===== src/rtl/cliff_game_core.sv =====
// LED cliff game engine: a lit group walks toward switch-set cliffs at a selectable
// speed, using clock-enable ticks instead of derived clocks.
module cliff_game_core #(
    parameter int LED_W          = 16,
    parameter int GROUP_W        = 3,
    parameter int START_POS      = 6,
    parameter int NUM_SPEEDS     = 3,
    parameter int BASE_PERIOD    = 50000000,
    parameter int BLINK_PERIOD   = 5000000,
    parameter int SHOW_CLIFF_RUN = 0,
    localparam int MW            = $clog2(LED_W)
) (
    input  logic             clk,
    input  logic             reset,
    input  logic             start_p,
    input  logic             left_p,
    input  logic             right_p,
    input  logic             up_p,
    input  logic             down_p,
    input  logic [MW-1:0]    margin_l,
    input  logic [MW-1:0]    margin_r,
    output logic [LED_W-1:0] led,
    output logic [1:0]       state,
    output logic [2:0]       speed,
    output logic [MW-1:0]    pos,
    output logic [15:0]      score,
    output logic             lose
);
    localparam int CW = $clog2(BASE_PERIOD + 1);
    localparam int BW = $clog2(BLINK_PERIOD + 1);
    localparam logic [MW-1:0]    POS_MAX   = MW'(LED_W - GROUP_W);
    localparam logic [MW-1:0]    START_V   = MW'(START_POS);
    localparam logic [2:0]       SPEED_MAX = 3'(NUM_SPEEDS - 1);
    localparam logic [CW-1:0]    BASE_V    = CW'(BASE_PERIOD);
    localparam logic [BW-1:0]    BLINK_M1  = BW'(BLINK_PERIOD - 1);
    localparam logic [LED_W-1:0] GRP       = LED_W'((1 << GROUP_W) - 1);

    typedef enum logic [1:0] {S_IDLE = 2'd0, S_RUN = 2'd1, S_LOST = 2'd2} state_t;
    typedef enum logic [1:0] {D_NONE = 2'd0, D_LEFT = 2'd1, D_RIGHT = 2'd2} dir_t;

    state_t            state_q, state_n;
    dir_t              dir_q, dir_n;
    logic [MW-1:0]     pos_n;
    logic [2:0]        speed_n, speed_upd;
    logic [15:0]       score_n;
    logic [LED_W-1:0]  led_n, cliff, group;
    logic              lose_n;
    logic [CW-1:0]     tick_cnt, tick_cnt_n, shifted, period_m1;
    logic [BW-1:0]     blink_cnt, blink_cnt_n;
    logic              blink_on, blink_on_n;
    logic [MW+1:0]     hi_edge;
    logic              unsafe, tick, go_lost;

    assign state = state_q;

    always_ff @(posedge clk or posedge reset) begin
        if (reset) begin
            state_q   <= S_IDLE;
            dir_q     <= D_NONE;
            pos       <= START_V;
            speed     <= '0;
            score     <= '0;
            lose      <= 1'b0;
            led       <= '0;
            tick_cnt  <= '0;
            blink_cnt <= '0;
            blink_on  <= 1'b0;
        end else begin
            state_q   <= state_n;
            dir_q     <= dir_n;
            pos       <= pos_n;
            speed     <= speed_n;
            score     <= score_n;
            lose      <= lose_n;
            led       <= led_n;
            tick_cnt  <= tick_cnt_n;
            blink_cnt <= blink_cnt_n;
            blink_on  <= blink_on_n;
        end
    end

    always_comb begin
        cliff = '0;
        for (int unsigned i = 0; i < LED_W; i++)
            cliff[i] = (i < 32'(margin_r)) || (i + 32'(margin_l) >= LED_W);

        hi_edge = (MW+2)'(pos) + (MW+2)'(GROUP_W) + (MW+2)'(margin_l);
        unsafe  = (pos < margin_r) || (hi_edge > (MW+2)'(LED_W));

        shifted   = BASE_V >> speed;
        period_m1 = (shifted == '0) ? '0 : shifted - CW'(1);
        tick      = (state_q == S_RUN) && (tick_cnt == period_m1);

        speed_upd = speed;
        if (up_p) begin
            if (speed != SPEED_MAX) speed_upd = speed + 3'd1;
        end else if (down_p && speed != 3'd0) begin
            speed_upd = speed - 3'd1;
        end
    end

    always_comb begin
        state_n     = state_q;
        dir_n       = dir_q;
        pos_n       = pos;
        speed_n     = speed;
        score_n     = score;
        tick_cnt_n  = '0;
        blink_cnt_n = blink_cnt;
        blink_on_n  = blink_on;
        go_lost     = 1'b0;

        case (state_q)
            S_IDLE: begin
                speed_n = speed_upd;
                if (start_p) begin
                    if (!unsafe) begin
                        state_n = S_RUN;
                        dir_n   = D_NONE;
                        score_n = '0;
                    end
                end else if (left_p && !right_p) begin
                    if (pos != POS_MAX) pos_n = pos + MW'(1);
                end else if (right_p && !left_p) begin
                    if (pos != '0) pos_n = pos - MW'(1);
                end
            end
            S_RUN: begin
                if (start_p) begin
                    state_n = S_IDLE;
                    pos_n   = START_V;
                    speed_n = '0;
                    dir_n   = D_NONE;
                end else if (unsafe) begin
                    go_lost = 1'b1;
                end else if (tick && ((dir_q == D_LEFT && pos == POS_MAX) ||
                                      (dir_q == D_RIGHT && pos == '0))) begin
                    go_lost = 1'b1;
                end else begin
                    speed_n = speed_upd;
                    // A real speed change restarts the period; a saturated press does not.
                    tick_cnt_n = (tick || speed_upd != speed) ? '0 : tick_cnt + CW'(1);
                    if (tick && dir_q != D_NONE) begin
                        pos_n = (dir_q == D_LEFT) ? pos + MW'(1) : pos - MW'(1);
                        if (score != 16'hFFFF) score_n = score + 16'd1;
                    end
                    if (left_p && !right_p)      dir_n = D_LEFT;
                    else if (right_p && !left_p) dir_n = D_RIGHT;
                end
            end
            default: begin
                if (start_p) begin
                    state_n = S_IDLE;
                    pos_n   = START_V;
                    speed_n = '0;
                    dir_n   = D_NONE;
                end else if (blink_cnt == BLINK_M1) begin
                    blink_cnt_n = '0;
                    blink_on_n  = !blink_on;
                end else begin
                    blink_cnt_n = blink_cnt + BW'(1);
                end
            end
        endcase

        if (go_lost) begin
            state_n     = S_LOST;
            blink_cnt_n = '0;
            blink_on_n  = 1'b1;
        end

        // led is built from next-state values so it lines up with pos/state.
        group  = GRP << pos_n;
        lose_n = (state_n == S_LOST);
        case (state_n)
            S_IDLE:  led_n = group | cliff;
            S_RUN:   led_n = group | ((SHOW_CLIFF_RUN != 0) ? cliff : '0);
            default: led_n = blink_on_n ? '1 : '0;
        endcase
    end
endmodule


===== config.mk =====
export PLATFORM = sky130hd
export DESIGN_NAME = cliff_game_core
export DESIGN_NICKNAME = d
export VERILOG_FILES = /design/src/rtl/cliff_game_core.sv
export SDC_FILE = /design/constraint.sdc
export NUM_CORES = 1
export LEC_CHECK = 0
export CORE_MARGIN = 2
export CORE_UTILIZATION = 39
export DETAILED_ROUTE_END_ITERATION = 6
export REMOVE_ABC_BUFFERS = 1
export SLEW_MARGIN = 20
export SYNTH_ARGS = -nofsm -noshare
export SYNTH_HDL_FRONTEND = slang
export SYNTH_SLANG_ARGS = --single-unit

===== constraint.sdc =====
create_clock -name clk -period 4.57 [get_ports clk]
set_input_delay 1.371 -clock clk [delete_from_list [all_inputs] [get_ports clk]]
set_output_delay 1.371 -clock clk [all_outputs]
set_load 0.01 [all_outputs]

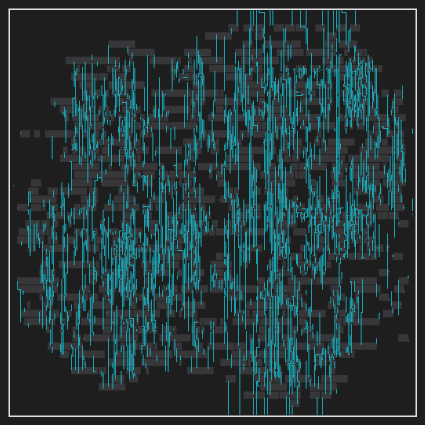
run_1/met2.png
Drawn at 3 px/um. Cells faint in the background.
The wires run mostly vertical. The longest straight run is 42.5 um. The layer holds 46% of the routed length.
final WL: 17,900 um
DR vias: 6,246
M2 GR Usage: 31.19%

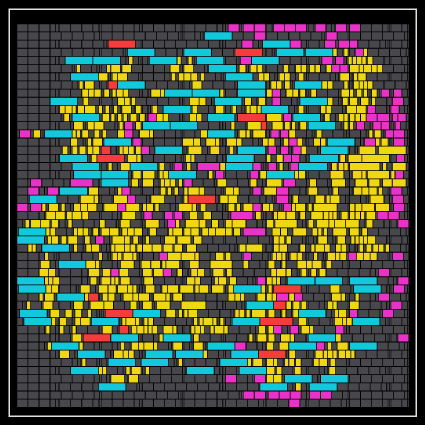
run_1/cell_classes.png
Drawn at 3 px/um. Fill, decap, tap and diode cells in grey.
Yellow is all other logic, cells 674. Cyan is flip-flops, cells 94. Red is clock drivers and dummy loads, cells 16. Magenta is other buffers and delay cells, cells 126.
final instance area: 8388 um2
register share of the cell area: 28.07%
Core Region: 16,700 um2
post-layout util: 50.22%

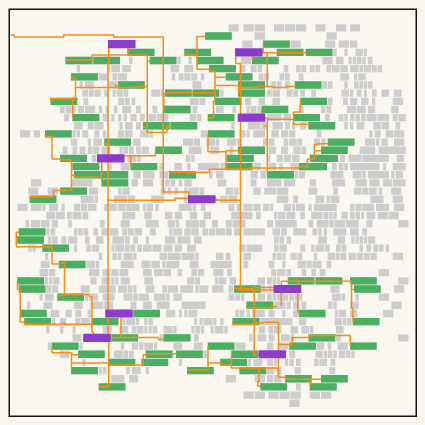
run_1/clock_map.png
Drawn at 3 px/um.
Orange is clock wires, length 1,310 um. Purple is cells driving clock nets, count 9. Green is flip-flops, count 94.
There are 10 routed clock nets. Position of the flops: widely spread.
Clock net power: 787 uW
clk latency late pin: 0.36 ns
Worst Skew: 0.009567 ns
clock group share of total power: 17.6%

==> flow_summary.toml, run 1 <==
# yosys + openroad results
[power]
p_per_area_nw_per_um2 = 532.7
top_power_group = "combinational logic"
power_frac_comb_pct = 58.8
ir_drop_mv = 0.2681
switching_share_pct = 41.77
leakagePower_nw = 3.473
power_switching_mw = 1.866
seq_power_share_pct = 23.6
p_seq_mw = 1.06
p_comb_mw = 2.63
power_mw = 4.468
internal_power_mw = 2.602

[yosys]
edf_count = 0
ys_async_sr_fraction_pct = 100.0
yosys_area_um2 = 6709
ys_sh_aoi_pct = 18.15
yosys.cell_count.top_type = "dfrtp_1"
ys_seq_share_pct = 35.10
yosys_warnings = 0
yosys_cells = 808
postSynthAreaPerCell_um2 = 8.303
synthFlopType = "dfrtp_1"
simple_gate_area_share_pct = 25.33
syn-cell-area_um2 = 6709
muxShareOfSynthArea_pct = 1.884
synthAdderAreaFrac_pct = 6.229
synthDominantCellAreaShare_pct = 34.32
netlist_top_cells_count = "dfrtp_1 (92), nor2_1 (90), nand2_1 (64)"
synthTopCellsByArea = "dfrtp_1 (34%), ha_1 (5.8%), nor2_1 (5.0%), xor2_1 (4.8%), a21oi_1 (4.0%)"

[cells_and_area]
antennaDiodeCount = 0
top_regs = "tick_cnt x26, blink_cnt x23"
lay_top_count = "dfrtp_1"
seqCellArea_um2 = 2355
nClkBuffers = 9
buffers = 126
flops = 94
nNonClkInverters = 40
logic_gates = 634
regMostFlops = "tick_cnt"
clkCellAreaFrac_pct = 3.655
drive_gt1_share_pct = 14.84
largestClassByArea = "multi-input combinational cells"
largest_reg_flops = 26
final_nets = 952
final-nonclk-buf-share_pct = 13.62
mostFrequentLayoutCells = "dfrtp_1 (92), nor2_1 (89), nand2_1 (64)"
fill_cells = 1609

[routing]
via_per_inst = 5.527
met3_length_um = 779
first_iter_violations = 427
ant_nets = 0
route.detailed.drc = 0
routed.top_layer = "met4"
wl_met1_um = 8651
first_pass_iters = 6
wl_met2_um = 8167
post_drt_wl_per_cell_um = 15.84

[setup_path]
crit_slowest_cell = "fa_1"
r2r-end = "led[5]"
cpPeakStageDelay_ns = 0.50
endpoint_kind = "flip-flop"
critPathBufInv = 5
crit_chain = "buf_6 -> inv_4 -> ha_4 -> inv_4 -> ha_4 -> inv_2 -> fa_1 -> nand4b_1 -> maj3_2 -> nor2_4 -> o32ai_4 -> or3_4 -> o31a_1 -> o31a_1 -> buf_4 -> mux2_2 -> o22ai_1"
required_ns = 4.85
cp.arrival_ns = 4.72
crit_path_end = "led[5]"
r2r_setup_slack_ns = 0.41
startpoint = "margin_l[1]"
cp.depth = 17
path_delay_family = "adder cells"
rr_worst_depth = 16
critical_path.max_fanout = 5
path_class = "input port to flip-flop"

[worst_hold_path]
hp-start = "blink_cnt[1]"
whs_path_depth = 1
hold_path_end = "blink_cnt[1]"
hp-class = "flip-flop to flip-flop"

[grt]
grtUsageMet3_pct = 2.507
overflow = 0
top_usage_layer = "met2"
grt_pass1_vias = 5878
grtUsageTotal_pct = 20.23
grt_util_met1_pct = 29.04
grt_max_degree = 52
antenna_found_initial = 0
grt_pass1_wl_um = 29730

[floorplan]
floorplan.die_area_um2 = 18270
initCoreUtil_pct = 40.17
die_w_um = 135.2
num_rows = 47

[placement]
dpl.hpwl_um = 12910
port_buffers = 56
place_inst = 1108
pre_cts_ws_ns = -0.9242
post_dp_cell_area_um2 = 7918

[clocking]
cts_num_sinks = 94
cts_setup_buffers = 3
path_clk_slew_ns = 0.07
cts_resized = 22
numCtsBuffers = 9
hold_buffers = 0
cts_root_buffer = "clkbuf_16"
cts_tree = "built"
clock_path_buffers = 2

[final_timing]
fin_tns_setup_ns = 0
rsz0062_at_grt = "false"
finalClockPeriodUsage_pct = 97.23
setup_viol = 0
finalHoldViolations = 0
fmax_ghz = 0.2250
max_slew_margin_pct = 51.28
worst_pin_slew_ns = 0.7231

[run]
warnings = 39

[status]
outcome = "completed"
==> run 1 -> run 2 <==
- CTS_CLUSTER_SIZE: default -> 24
==> run 2 against run 1 <==
Die size is the same. Fmax is the same. Cell count is the same. Critical endpoint unchanged. Total power is the same. Synthesized area is the same. Highest routed layer unchanged. Critical path type unchanged. Worst hold slack is the same. Worst setup slack is the same.
==> flow_summary.toml, run 2 <==
# yosys + openroad results
[setup_path]
crit_slowest_cell = "fa_1"
r2r-end = "led[5]"
crit_chain = "buf_6 -> inv_4 -> ha_4 -> inv_4 -> ha_4 -> inv_2 -> fa_1 -> nand4b_1 -> maj3_2 -> nor2_4 -> o32ai_4 -> or3_4 -> o31a_1 -> o31a_1 -> buf_4 -> mux2_2 -> o22ai_1"
critical_path.max_fanout = 5
crit_path_end = "led[5]"
worst_setup_path_start_kind = "input port"
startpoint = "margin_l[1]"
endpoint_kind = "flip-flop"
critPathBufInv = 5
path_delay_family = "adder cells"
cp.depth = 17
rr_worst_depth = 16
required_ns = 4.85
r2r_setup_slack_ns = 0.41
path_class = "input port to flip-flop"
cpPeakStageDelay_ns = 0.50
cp.arrival_ns = 4.72

[floorplan]
core_area_um2 = 16700
die_w_um = 135.2
initCoreUtil_pct = 40.17
io_pins = 57
num_rows = 47
floorplan.die_area_um2 = 18270
dieHeight_um = 135.2

[cells_and_area]
drive_gt1_share_pct = 14.84
largestClassByArea = "multi-input combinational cells"
stdcell_count = 1130
logic_gates = 634
fill_cells = 1609
final_nets = 952
seqCellArea_um2 = 2355
final-nonclk-buf-share_pct = 13.62
antennaDiodeCount = 0
buffers = 126
mostFrequentLayoutCells = "dfrtp_1 (92), nor2_1 (89), nand2_1 (64)"
regMostFlops = "tick_cnt"
largest_reg_flops = 26
area.combinational_um2 = 4151
lay_top_count = "dfrtp_1"
final_cell_area_um2 = 8388
postLayoutCoreUtil_pct = 50.22
clkCellAreaFrac_pct = 3.655
nNonClkInverters = 40
top_regs = "tick_cnt x26, blink_cnt x23"
comb_share_pct = 49.49
seq_share_pct = 28.07

[run]
cap_violations = 0
warnings = 39

[status]
outcome = "completed"

[grt]
grt_pass1_vias = 5878
grtUsageMet3_pct = 2.507
grtUsageTotal_pct = 20.23
grt_util_met1_pct = 29.04
grt_max_degree = 52
overflow = 0
top_usage_layer = "met2"
antenna_found_initial = 0
grt_use_met2_pct = 31.19
grt_pass1_wl_um = 29730

[power]
ir_drop_mv = 0.2681
power_mw = 4.468
clkPwrFrac_pct = 17.6
p_per_area_nw_per_um2 = 532.7
seq_power_share_pct = 23.6
top_power_group = "combinational logic"
switching_share_pct = 41.77
internal_power_mw = 2.602
power_clock_uw = 787
leakagePower_nw = 3.473
p_seq_mw = 1.06
power_switching_mw = 1.866
power_frac_comb_pct = 58.8
p_comb_mw = 2.63

[final_timing]
worst_pin_slew_ns = 0.7231
slew_viol_final = 0
fmax_ghz = 0.2250
min_period_ns = 4.443
fin_skew_ns = 0.009567
fin_tns_setup_ns = 0
finalHoldViolations = 0
finalHoldWorstSlack_ns = 0.5203
rsz0062_at_grt = "false"
max_slew_margin_pct = 51.28
setup_viol = 0
finalClockPeriodUsage_pct = 97.23
layout_setup_ws_ns = 0.1265

[yosys]
synthDominantCellAreaShare_pct = 34.32
yosys.cell_count.top_type = "dfrtp_1"
ys_seq_share_pct = 35.10
postSynthAreaPerCell_um2 = 8.303
edf_count = 0
synthTopCellsByArea = "dfrtp_1 (34%), ha_1 (5.8%), nor2_1 (5.0%), xor2_1 (4.8%), a21oi_1 (4.0%)"
yosys_area_um2 = 6709
synthAdderAreaFrac_pct = 6.229
syn-cell-area_um2 = 6709
muxShareOfSynthArea_pct = 1.884
yosys_warnings = 0
netlist_logic_family_top = "simple AND/OR/NAND/NOR gates"
ys_async_sr_fraction_pct = 100.0
ys_sh_aoi_pct = 18.15
netlist_top_cells_count = "dfrtp_1 (92), nor2_1 (90), nand2_1 (64)"
synthFlopType = "dfrtp_1"
yosys_cells = 808
simple_gate_area_share_pct = 25.33
yosysTopAreaCell = "dfrtp_1"

[worst_hold_path]
hp-start = "blink_cnt[1]"
hp-class = "flip-flop to flip-flop"
hold_path_end = "blink_cnt[1]"
whs_path_depth = 1

[placement]
place_inst = 1108
dpl.hpwl_um = 12910
post_dp_cell_area_um2 = 7918
pre_cts_ws_ns = -0.9242
port_buffers = 56

[routing]
drt_wl_total_um = 17900
wl_met1_um = 8651
route.detailed.drc = 0
met3_length_um = 779
wl_met2_um = 8167
num_vias = 6246
ant_nets = 0
first_iter_violations = 427
routed.top_layer = "met4"
post_drt_wl_per_cell_um = 15.84
first_pass_iters = 6
via_per_inst = 5.527

[clocking]
path_clk_slew_ns = 0.07
cts_root_buffer = "clkbuf_16"
clock_path_buffers = 2
insertion_delay_ns = 0.36
cts_tree = "built"
hold_buffers = 0
cts_num_sinks = 94
cts_resized = 22
cts_setup_buffers = 3
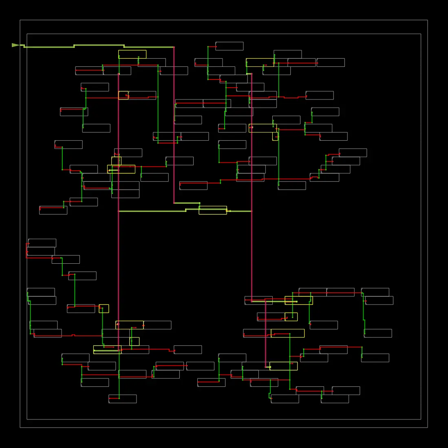
run_2/final_clocks.png
clock buffer count: 9
seq_cells: 94
cts bufs inserted: 9

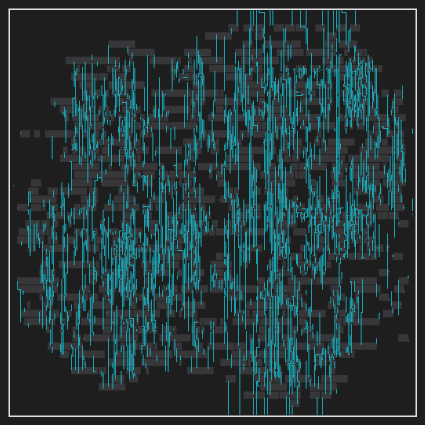
run_2/met2.png
Drawn at 3 px/um. Cells faint in the background.

==> run 2 -> run 3 <==
- HOLD_SLACK_MARGIN: default -> 0.02
==> run 3 against run 2 <==
Combinational power about the same. Worst setup slack unchanged. Register-to-register slack about the same. Wire length unchanged. First-iteration DRC count unchanged. Critical endpoint unchanged. Clock power about the same. Highest routed layer unchanged. Total power unchanged. Non-clock buffer count unchanged. Synthesized area unchanged. Fmax unchanged. Sequential power about the same.
==> flow_summary.toml, run 3 <==
# yosys + openroad results
[cells_and_area]
clkCellAreaFrac_pct = 3.655
flops = 94
nClkBuffers = 9
comb_share_pct = 49.49
largestClassByArea = "multi-input combinational cells"
stdcell_count = 1130
buffers = 126
seqCellArea_um2 = 2355
regMostFlops = "tick_cnt"
mostFrequentLayoutCells = "dfrtp_1 (92), nor2_1 (89), nand2_1 (64)"
drive_gt1_share_pct = 14.84
logic_gates = 634
seq_share_pct = 28.07
top_regs = "tick_cnt x26, blink_cnt x23"
antennaDiodeCount = 0
postLayoutCoreUtil_pct = 50.22
area.combinational_um2 = 4151
final_cell_area_um2 = 8388
final_nets = 952
lay_top_count = "dfrtp_1"
final-nonclk-buf-share_pct = 13.62
largest_reg_flops = 26
nNonClkInverters = 40
fill_cells = 1609

[worst_hold_path]
hold_path_end = "blink_cnt[1]"
hp-class = "flip-flop to flip-flop"
hp-start = "blink_cnt[1]"

[final_timing]
worst_pin_slew_ns = 0.7231
slew_viol_final = 0
layout_setup_ws_ns = 0.1265
rsz0062_at_grt = "false"
setup_viol = 0
finalHoldViolations = 0
max_slew_margin_pct = 51.28
fin_skew_ns = 0.009567
finalClockPeriodUsage_pct = 97.23
min_period_ns = 4.443
fin_tns_setup_ns = 0
fmax_ghz = 0.2250
finalHoldWorstSlack_ns = 0.5203

[power]
leakagePower_nw = 3.473
power_mw = 4.468
p_per_area_nw_per_um2 = 532.7
p_comb_mw = 2.63
p_seq_mw = 1.06
seq_power_share_pct = 23.6
power_switching_mw = 1.866
ir_drop_mv = 0.2681
clkPwrFrac_pct = 17.6
top_power_group = "combinational logic"
power_frac_comb_pct = 58.8
power_clock_uw = 787
switching_share_pct = 41.77
internal_power_mw = 2.602

[routing]
met3_length_um = 779
ant_nets = 0
routed.top_layer = "met4"
route.detailed.drc = 0
first_iter_violations = 427
wl_met2_um = 8167
first_pass_iters = 6
wl_met1_um = 8651
drt_wl_total_um = 17900
via_per_inst = 5.527
num_vias = 6246
post_drt_wl_per_cell_um = 15.84

[setup_path]
startpoint = "margin_l[1]"
path_delay_family = "adder cells"
required_ns = 4.85
endpoint_kind = "flip-flop"
crit_path_end = "led[5]"
cp.arrival_ns = 4.72
cpPeakStageDelay_ns = 0.50
path_class = "input port to flip-flop"
r2r_setup_slack_ns = 0.41
crit_slowest_cell = "fa_1"
rr_worst_depth = 16
critical_path.max_fanout = 5
critPathBufInv = 5
crit_chain = "buf_6 -> inv_4 -> ha_4 -> inv_4 -> ha_4 -> inv_2 -> fa_1 -> nand4b_1 -> maj3_2 -> nor2_4 -> o32ai_4 -> or3_4 -> o31a_1 -> o31a_1 -> buf_4 -> mux2_2 -> o22ai_1"
cp.depth = 17
r2r-end = "led[5]"
worst_setup_path_start_kind = "input port"

[yosys]
yosys.cell_count.top_type = "dfrtp_1"
yosys_cells = 808
muxShareOfSynthArea_pct = 1.884
postSynthAreaPerCell_um2 = 8.303
synthDominantCellAreaShare_pct = 34.32
yosysUniqueCellTypes = 72
netlist_top_cells_count = "dfrtp_1 (92), nor2_1 (90), nand2_1 (64)"
synthAdderAreaFrac_pct = 6.229
postSynthCellCount = 808
netlist_logic_family_top = "simple AND/OR/NAND/NOR gates"
ys_async_sr_fraction_pct = 100.0
edf_count = 0
yosysTopAreaCell = "dfrtp_1"
syn-cell-area_um2 = 6709
ys_seq_share_pct = 35.10
ys_sh_aoi_pct = 18.15
yosys_area_um2 = 6709
synthTopCellsByArea = "dfrtp_1 (34%), ha_1 (5.8%), nor2_1 (5.0%), xor2_1 (4.8%), a21oi_1 (4.0%)"
synthFlopType = "dfrtp_1"
yosys_warnings = 0
simple_gate_area_share_pct = 25.33

[grt]
grt_max_degree = 52
grtUsageMet3_pct = 2.507
top_usage_layer = "met2"
grt_pass1_wl_um = 29730
overflow = 0
grt_util_met1_pct = 29.04
grt_use_met2_pct = 31.19
grt_pass1_vias = 5878
antenna_found_initial = 0
grtUsageTotal_pct = 20.23

[run]
cap_violations = 0
warnings = 39

[placement]
pre_cts_ws_ns = -0.9242
post_dp_cell_area_um2 = 7918
place_inst = 1108

[floorplan]
core_area_um2 = 16700
die_w_um = 135.2
initCoreUtil_pct = 40.17
num_rows = 47
floorplan.die_area_um2 = 18270
dieHeight_um = 135.2

[clocking]
hold_buffers = 0
cts_tree = "built"
path_clk_slew_ns = 0.07
clock_path_buffers = 2
numCtsBuffers = 9
cts_root_buffer = "clkbuf_16"
cts_resized = 22
cts_setup_buffers = 3
insertion_delay_ns = 0.36

[status]
outcome = "completed"
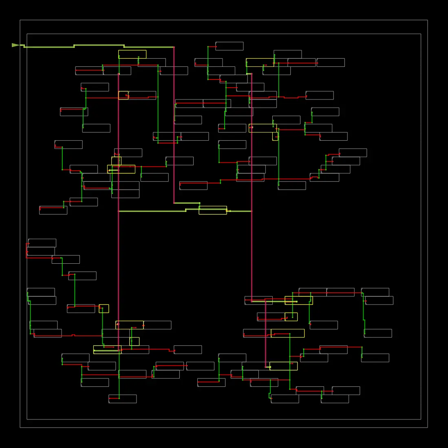
run_3/final_clocks.png
TritonCTS sink count: 94

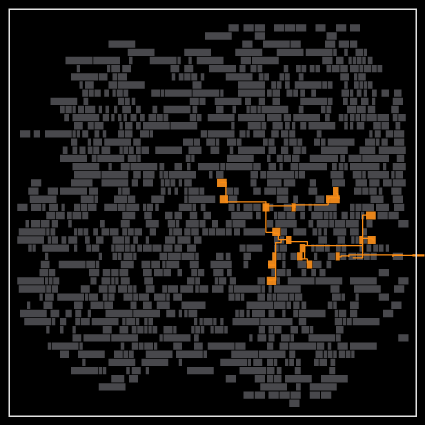
run_3/port_nets.png
Drawn at 3 px/um.
Orange is start_p, bits 1, direction input, edge east, end cells 20, buffers 2, wire 182 um.
I/O pins: 57
Port Buffers: 56

Power and IR drop assume default switching activity.
